[config.mk]
export PLATFORM = sky130hd
export DESIGN_NAME = acc_byte_tx
export DESIGN_NICKNAME = d
export VERILOG_FILES = /design/src/rtl/acc_byte_tx.sv
export SDC_FILE = /design/constraint.sdc
export NUM_CORES = 1
export LEC_CHECK = 0
export CAP_MARGIN = 20
export CORE_MARGIN = 2
export CORE_UTILIZATION = 56
export DETAILED_ROUTE_END_ITERATION = 7
export PLACE_DENSITY = 0.87
export SLEW_MARGIN = 20
export SYNTH_ARGS = -nofsm -noshare
export SYNTH_HDL_FRONTEND = slang
export SYNTH_SLANG_ARGS = --single-unit
export TNS_END_PERCENT = 50
[constraint.sdc]
create_clock -name clk -period 5.3 [get_ports clk]
set_input_delay 1.59 -clock clk [delete_from_list [all_inputs] [get_ports clk]]
set_output_delay 1.59 -clock clk [all_outputs]
set_load 0.02 [all_outputs]
[src/rtl/acc_byte_tx.sv]
// Byte-serial transmitter: start/data(LSB first)/stop frame, each bit held CLKS_PER_BIT clocks.
// Optional even-parity bit between data and stop when ACC_TX_PARITY_EN is defined.
module acc_byte_tx #(
    parameter int CLKS_PER_BIT = 4,
    parameter int DATA_W       = 8
) (
    input  logic              clk,
    input  logic              rst_n,
    input  logic [DATA_W-1:0] in_data,
    input  logic              in_valid,
    output logic              in_ready,
    output logic              tx_out,
    output logic              busy,
    output logic              done
);

    localparam int TW = $clog2(CLKS_PER_BIT) + 1;
    localparam logic [TW-1:0] LAST = TW'(CLKS_PER_BIT - 1);
    localparam logic [TW-1:0] PRE  = TW'(CLKS_PER_BIT - 2);

`ifdef ACC_TX_PARITY_EN
    typedef enum logic [2:0] {IDLE, START, DATA, PARITY, STOP} state_t;
`else
    typedef enum logic [2:0] {IDLE, START, DATA, STOP} state_t;
`endif

    state_t            state;
    logic [TW-1:0]     timer;
    logic [2:0]        idx;
    logic [DATA_W-1:0] shift;
`ifdef ACC_TX_PARITY_EN
    logic              par;
`endif

    assign in_ready = (state == IDLE);
    assign busy     = (state != IDLE);

    // tx_out and done are loaded one edge early so they change exactly on bit boundaries
    always_ff @(posedge clk or negedge rst_n) begin
        if (!rst_n) begin
            state  <= IDLE;
            timer  <= '0;
            idx    <= '0;
            shift  <= '0;
            tx_out <= 1'b1;
            done   <= 1'b0;
`ifdef ACC_TX_PARITY_EN
            par    <= 1'b0;
`endif
        end else begin
            done <= 1'b0;
            case (state)
                IDLE: begin
                    if (in_valid) begin
                        shift  <= in_data;
                        timer  <= '0;
                        idx    <= '0;
                        tx_out <= 1'b0;
                        state  <= START;
`ifdef ACC_TX_PARITY_EN
                        par    <= ^in_data;
`endif
                    end
                end
                START: begin
                    if (timer == LAST) begin
                        timer  <= '0;
                        idx    <= '0;
                        tx_out <= shift[0];
                        state  <= DATA;
                    end else begin
                        timer <= timer + 1'b1;
                    end
                end
                DATA: begin
                    if (timer == LAST) begin
                        timer <= '0;
                        if (idx == 3'd7) begin
`ifdef ACC_TX_PARITY_EN
                            tx_out <= par;
                            state  <= PARITY;
`else
                            tx_out <= 1'b1;
                            done   <= (CLKS_PER_BIT == 1);
                            state  <= STOP;
`endif
                        end else begin
                            idx    <= idx + 1'b1;
                            shift  <= shift >> 1;
                            tx_out <= shift[1];
                        end
                    end else begin
                        timer <= timer + 1'b1;
                    end
                end
`ifdef ACC_TX_PARITY_EN
                PARITY: begin
                    if (timer == LAST) begin
                        timer  <= '0;
                        tx_out <= 1'b1;
                        done   <= (CLKS_PER_BIT == 1);
                        state  <= STOP;
                    end else begin
                        timer <= timer + 1'b1;
                    end
                end
`endif
                STOP: begin
                    if (timer == LAST) begin
                        timer <= '0;
                        state <= IDLE;
                    end else begin
                        timer <= timer + 1'b1;
                        done  <= (timer == PRE);
                    end
                end
                default: begin
                    state  <= IDLE;
                    tx_out <= 1'b1;
                end
            endcase
        end
    end

endmodule

==> changes_impl.md, run 1 <==
### Implementation results

* Crit-path leading delay family: buffers and inverters
* Bufs on Longest Clock Path at 2
* Htree depth at 1
* Synth async-reset ratio at 1.000
* Yosys Instances at 97
* Comb power at 373 uW
* Final Setup Violations at 0
* Register share after synthesis at 0.4446
* Final worst setup slack at roughly 1.9 ns
* Routability Congestion at 0.7621
* Critical path class: reg -> out
* WP data required at 3.71 ns
* Fin util at 0.7033
* Post-detailed-route count of antenna-violating nets at 0
* CP Max Fanout at 7
* Clk slew on worst S/H paths at 0.10 ns
* Final nets at 135
* Outcome: finished, final reports clean
* Top cell excl fill/tap: dfrtp_1
* Largest net degree at the start of global routing at 19
* GR Util met3 at 0.02353
* Inverters excl. clock at 9
* Synthesized Nets at ~120
* Top pwr grp: combinational cells
* Post-DP HPWL at between 1000 and 1500 um
* Worst R2R Start: state[0]
* Adder Area Share at 0.1355
* LEAKAGE at 0.5547 nW
* Worst skew pair latency at 0.28 ns
* CP Launch Point: state[0]
* Hold-fix buffers, CTS at 0
* Placed cell area at 1165 um2
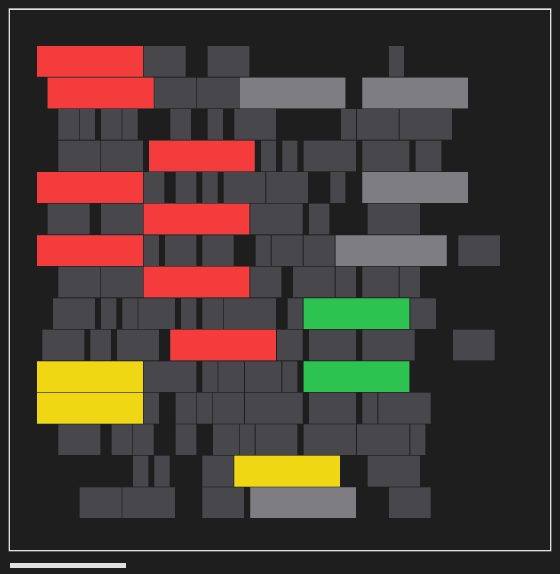
Fig. 1. Register map, names as in the netlist (run 1).
The bar under the picture is 10 um long. Other sequential cells in the stronger grey, the rest of the logic in the fainter grey.
legend:
  state:
    colour: green
    placed_flops: 2
  shift:
    colour: red
    placed_flops: 8
  timer:
    colour: yellow
    placed_flops: 3
not coloured: 5

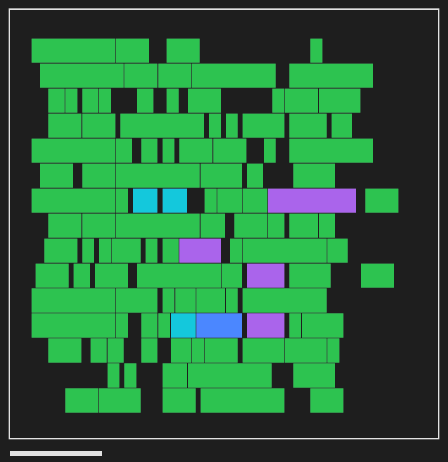
Fig. 2. Cell sizes after repair (run 1).
The bar under the picture is 10 um long.
legend:
  drive 2:
    colour: purple
    cells: 4
    most_used: mux2_2
  drive 3 to 4:
    colour: cyan
    cells: 3
    most_used: clkbuf_4
  drive 6 and up:
    colour: blue
    cells: 1
    most_used: clkbuf_8
  drive 1 or less:
    colour: green
    cells: 104
    most_used: dfrtp_1

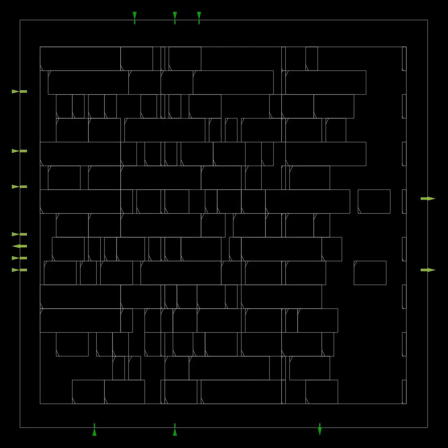
Fig. 3. Cell outlines without signal wires (run 1).
Tap Count: 25
flop count: 18
row count: 15
Post-Layout Cell Count: 137

==> run 2: changes to the inputs <==
Settings changed: CORE_UTILIZATION 56 to 52, PLACE_DENSITY 0.87 to 0.82.
Clock period 5.3 ns to 3.6 ns, I/O delays scaled along.
==> changes_impl.md, run 2 <==
### Implementation results

* Post-detailed-route count of antenna-violating nets at 0 (unchanged)
* Largest net degree at the start of global routing at 19 (unchanged)
* Htree depth at 1 (unchanged)
* Final Setup Violations at 0 (unchanged)
* Yosys Instances at 97 (unchanged)
* Tap Count at 25 (unchanged)
* Outcome: finished, final reports clean (unchanged)
* Post-Layout Cell Count at 137 (unchanged)
* WP data required at 2.52 ns (was 3.71 ns)
* Fin util at 0.6737 (was 0.7033)
* LEAKAGE at 0.5547 nW (unchanged)
* Crit-path leading delay family: buffers and inverters (unchanged)
* Inverters excl. clock at 9 (unchanged)
* Placed cell area at 1165 um2 (unchanged)
* Clk slew on worst S/H paths at 0.10 ns (about the same)
* Register share after synthesis at 0.4446 (unchanged)
* Synth async-reset ratio at 1.000 (unchanged)
* Top pwr grp: combinational cells (unchanged)
* Post-DP HPWL at 1347 um (was 1241 um)
* Comb power at 557 uW (was 373 uW)
* Adder Area Share at 0.1355 (unchanged)
* GR Util met3 at 0.02593 (was 0.02353)
* CP Launch Point: state[0] (unchanged)
* Bufs on Longest Clock Path at 2 (unchanged)
* Worst R2R Start: state[0] (unchanged)
* Flop count at 18 (unchanged)
* Top cell excl fill/tap: dfrtp_1 (unchanged)
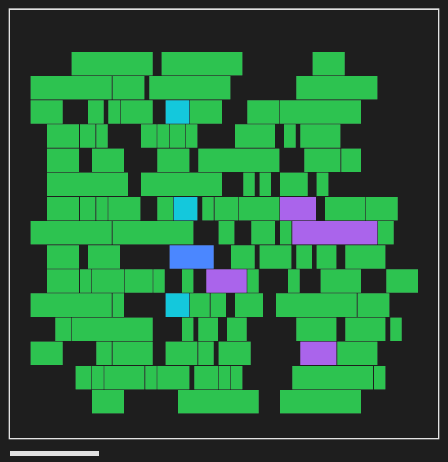
Fig. 4. Cell sizes after repair (run 2).
The bar under the picture is 10 um long.
legend:
  drive 1 or less:
    colour: green
    cells: 104
    most_used: dfrtp_1
  drive 3 to 4:
    colour: cyan
    cells: 3
    most_used: clkbuf_4
  drive 6 and up:
    colour: blue
    cells: 1
    most_used: clkbuf_8
  drive 2:
    colour: purple
    cells: 4
    most_used: mux2_2
nonclk buf count: 14
final worst setup slack: 0.6718 ns

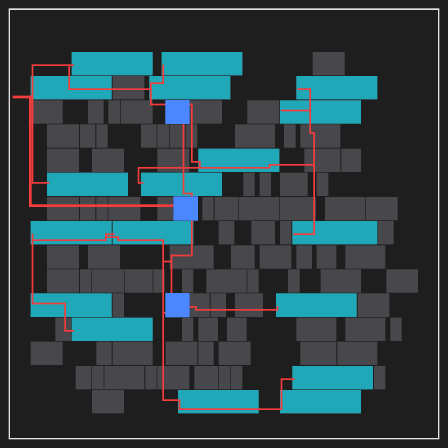
Fig. 5. Clock network drawn from the DEF (run 2).
legend:
  cells driving clock nets:
    colour: blue
    count: 3
  flip-flops:
    colour: cyan
    count: 18
  clock wires:
    colour: red
    length: 236 um
routed clock nets: 4
clock skew: 0.004054 ns
worst skew pair latency: 0.29 ns
clock group share of total power: 0.123
clk pwr: 125 uW

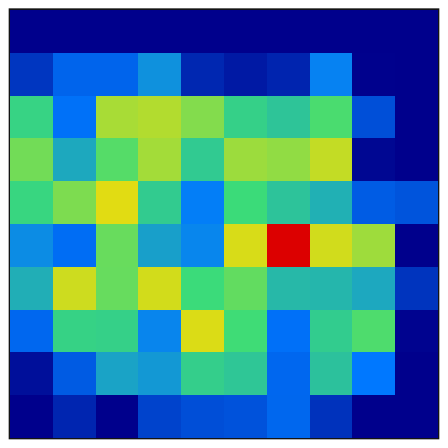
Fig. 6. Signal metal coverage by tile (run 2).
The die is cut into 10 by 10 equal tiles; dark blue is low, red is high, scaled to the fullest tile. Values are wire area over tile area, all layers added.
mean over tiles: 0.12
emptiest ninth of the die: north-east
fullest tile: 0.37
nearly empty tiles: 22%
tiles over half the peak: 24%
DR vias: 721
Global Route Usage Sum: 0.1887

Fig. 7: run 2, register map, names as in the netlist
The bar under the picture is 10 um long. Other sequential cells in the stronger grey, the rest of the logic in the fainter grey.
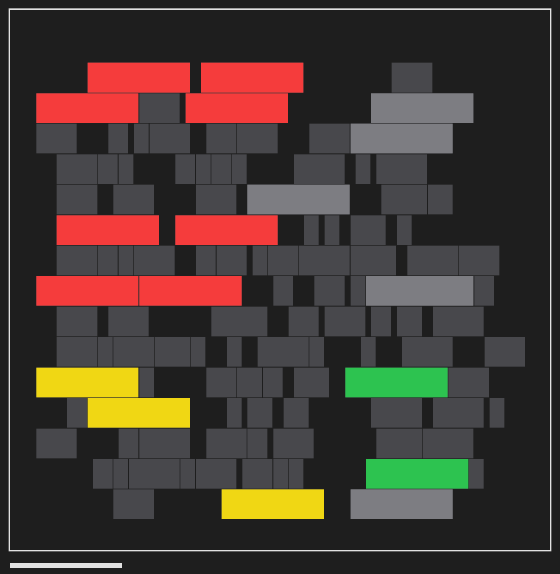

==> run 3: changes to the inputs <==
Settings changed: CORE_UTILIZATION 52 to 47, PLACE_DENSITY 0.82 to 0.78.
Clock period 3.6 ns to 2.4 ns, I/O delays scaled along.
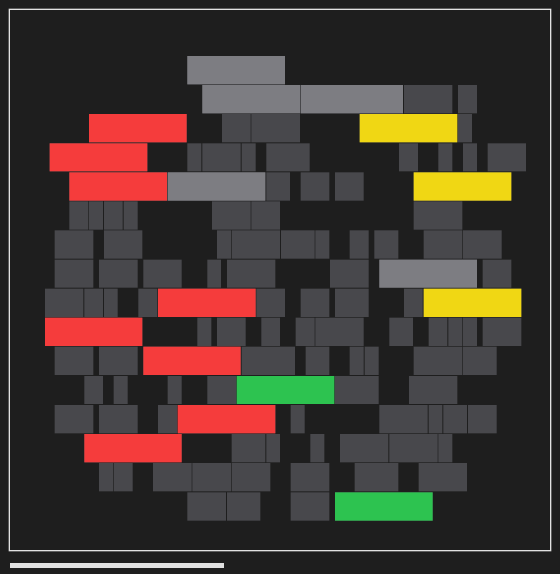
Fig. 8. Register map, names as in the netlist (run 3).
The bar under the picture is 20 um long. Other sequential cells in the stronger grey, the rest of the logic in the fainter grey.
legend:
  shift:
    colour: red
    placed_flops: 8
  timer:
    colour: yellow
    placed_flops: 3
  state:
    colour: green
    placed_flops: 2

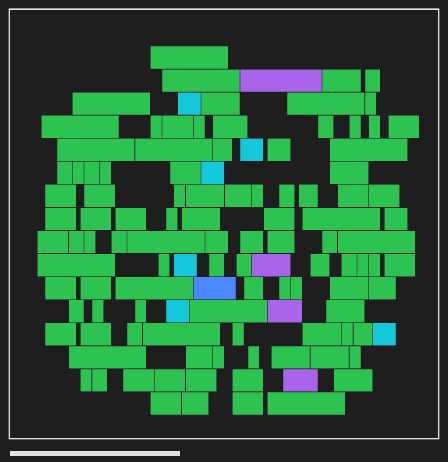
Fig. 9. Cell sizes after repair (run 3).
The bar under the picture is 20 um long.
legend:
  drive 3 to 4:
    colour: cyan
    cells: 6
  drive 6 and up:
    colour: blue
    cells: 1
    most_used: clkbuf_8
  drive 2:
    colour: purple
    cells: 4
    most_used: mux2_2
  drive 1 or less:
    colour: green
    cells: 104
    most_used: dfrtp_1
final worst setup slack: 0.1532 ns
Non-Filler Cell Area, Final: 1224 um2

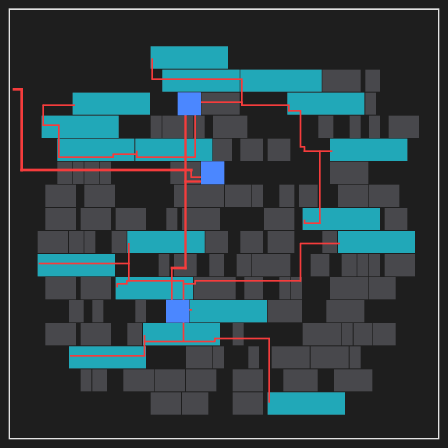
Fig. 10. Clock network drawn from the DEF (run 3).
legend:
  cells driving clock nets:
    colour: blue
    count: 3
  clock wires:
    colour: red
    length: 236 um
  flip-flops:
    colour: cyan
    count: 18
routed clock nets: 4
flops lie: spread over the die

==> changes_impl.md, run 3 <==
### Implementation results

* Outcome: finished, final reports clean (unchanged)
* Row count at 16 (was 15)
* Global Route Usage Sum at 0.1703 (was 0.1887)
* Placed cell area at 1190 um2 (was 1165 um2)
* Clk pwr at 190 uW (was 125 uW)
* WP data required at 1.68 ns (was 2.52 ns)
* Post-detailed-route count of antenna-violating nets at 0 (unchanged)
* Fin util at 0.6113 (was 0.6737)
* Comb power at 846 uW (was 557 uW)
* Largest net degree at the start of global routing at 18 (was 19)
* Critical path class: reg -> out (unchanged)
* Top pwr grp: combinational cells (unchanged)
* Htree depth at 1 (unchanged)
* Hold-fix buffers, CTS at 0 (unchanged)
* Worst R2R Start: state[0] (unchanged)
* Post-DP HPWL at 1391 um (was 1347 um)
* Adder Area Share at 0.1355 (unchanged)
* Worst skew pair latency at 0.30 ns (was 0.29 ns)
* Clock group share of total power at 0.122 (was 0.123)
* DR vias at 721 (unchanged)
* Post-Layout Cell Count at 142 (was 137)
* Synthesized Nets at 119 (unchanged)
* Yosys Instances at 97 (unchanged)
* Register share after synthesis at 0.4446 (unchanged)
* Tap Count at 27 (was 25)
* LEAKAGE at 0.5725 nW (was 0.5547 nW)
* Final Setup Violations at 0 (unchanged)
* Bufs on Longest Clock Path at 2 (unchanged)
* Top cell excl fill/tap: dfrtp_1 (unchanged)
* Nonclk buf count at 17 (was 14)
Power and IR drop assume default switching activity.
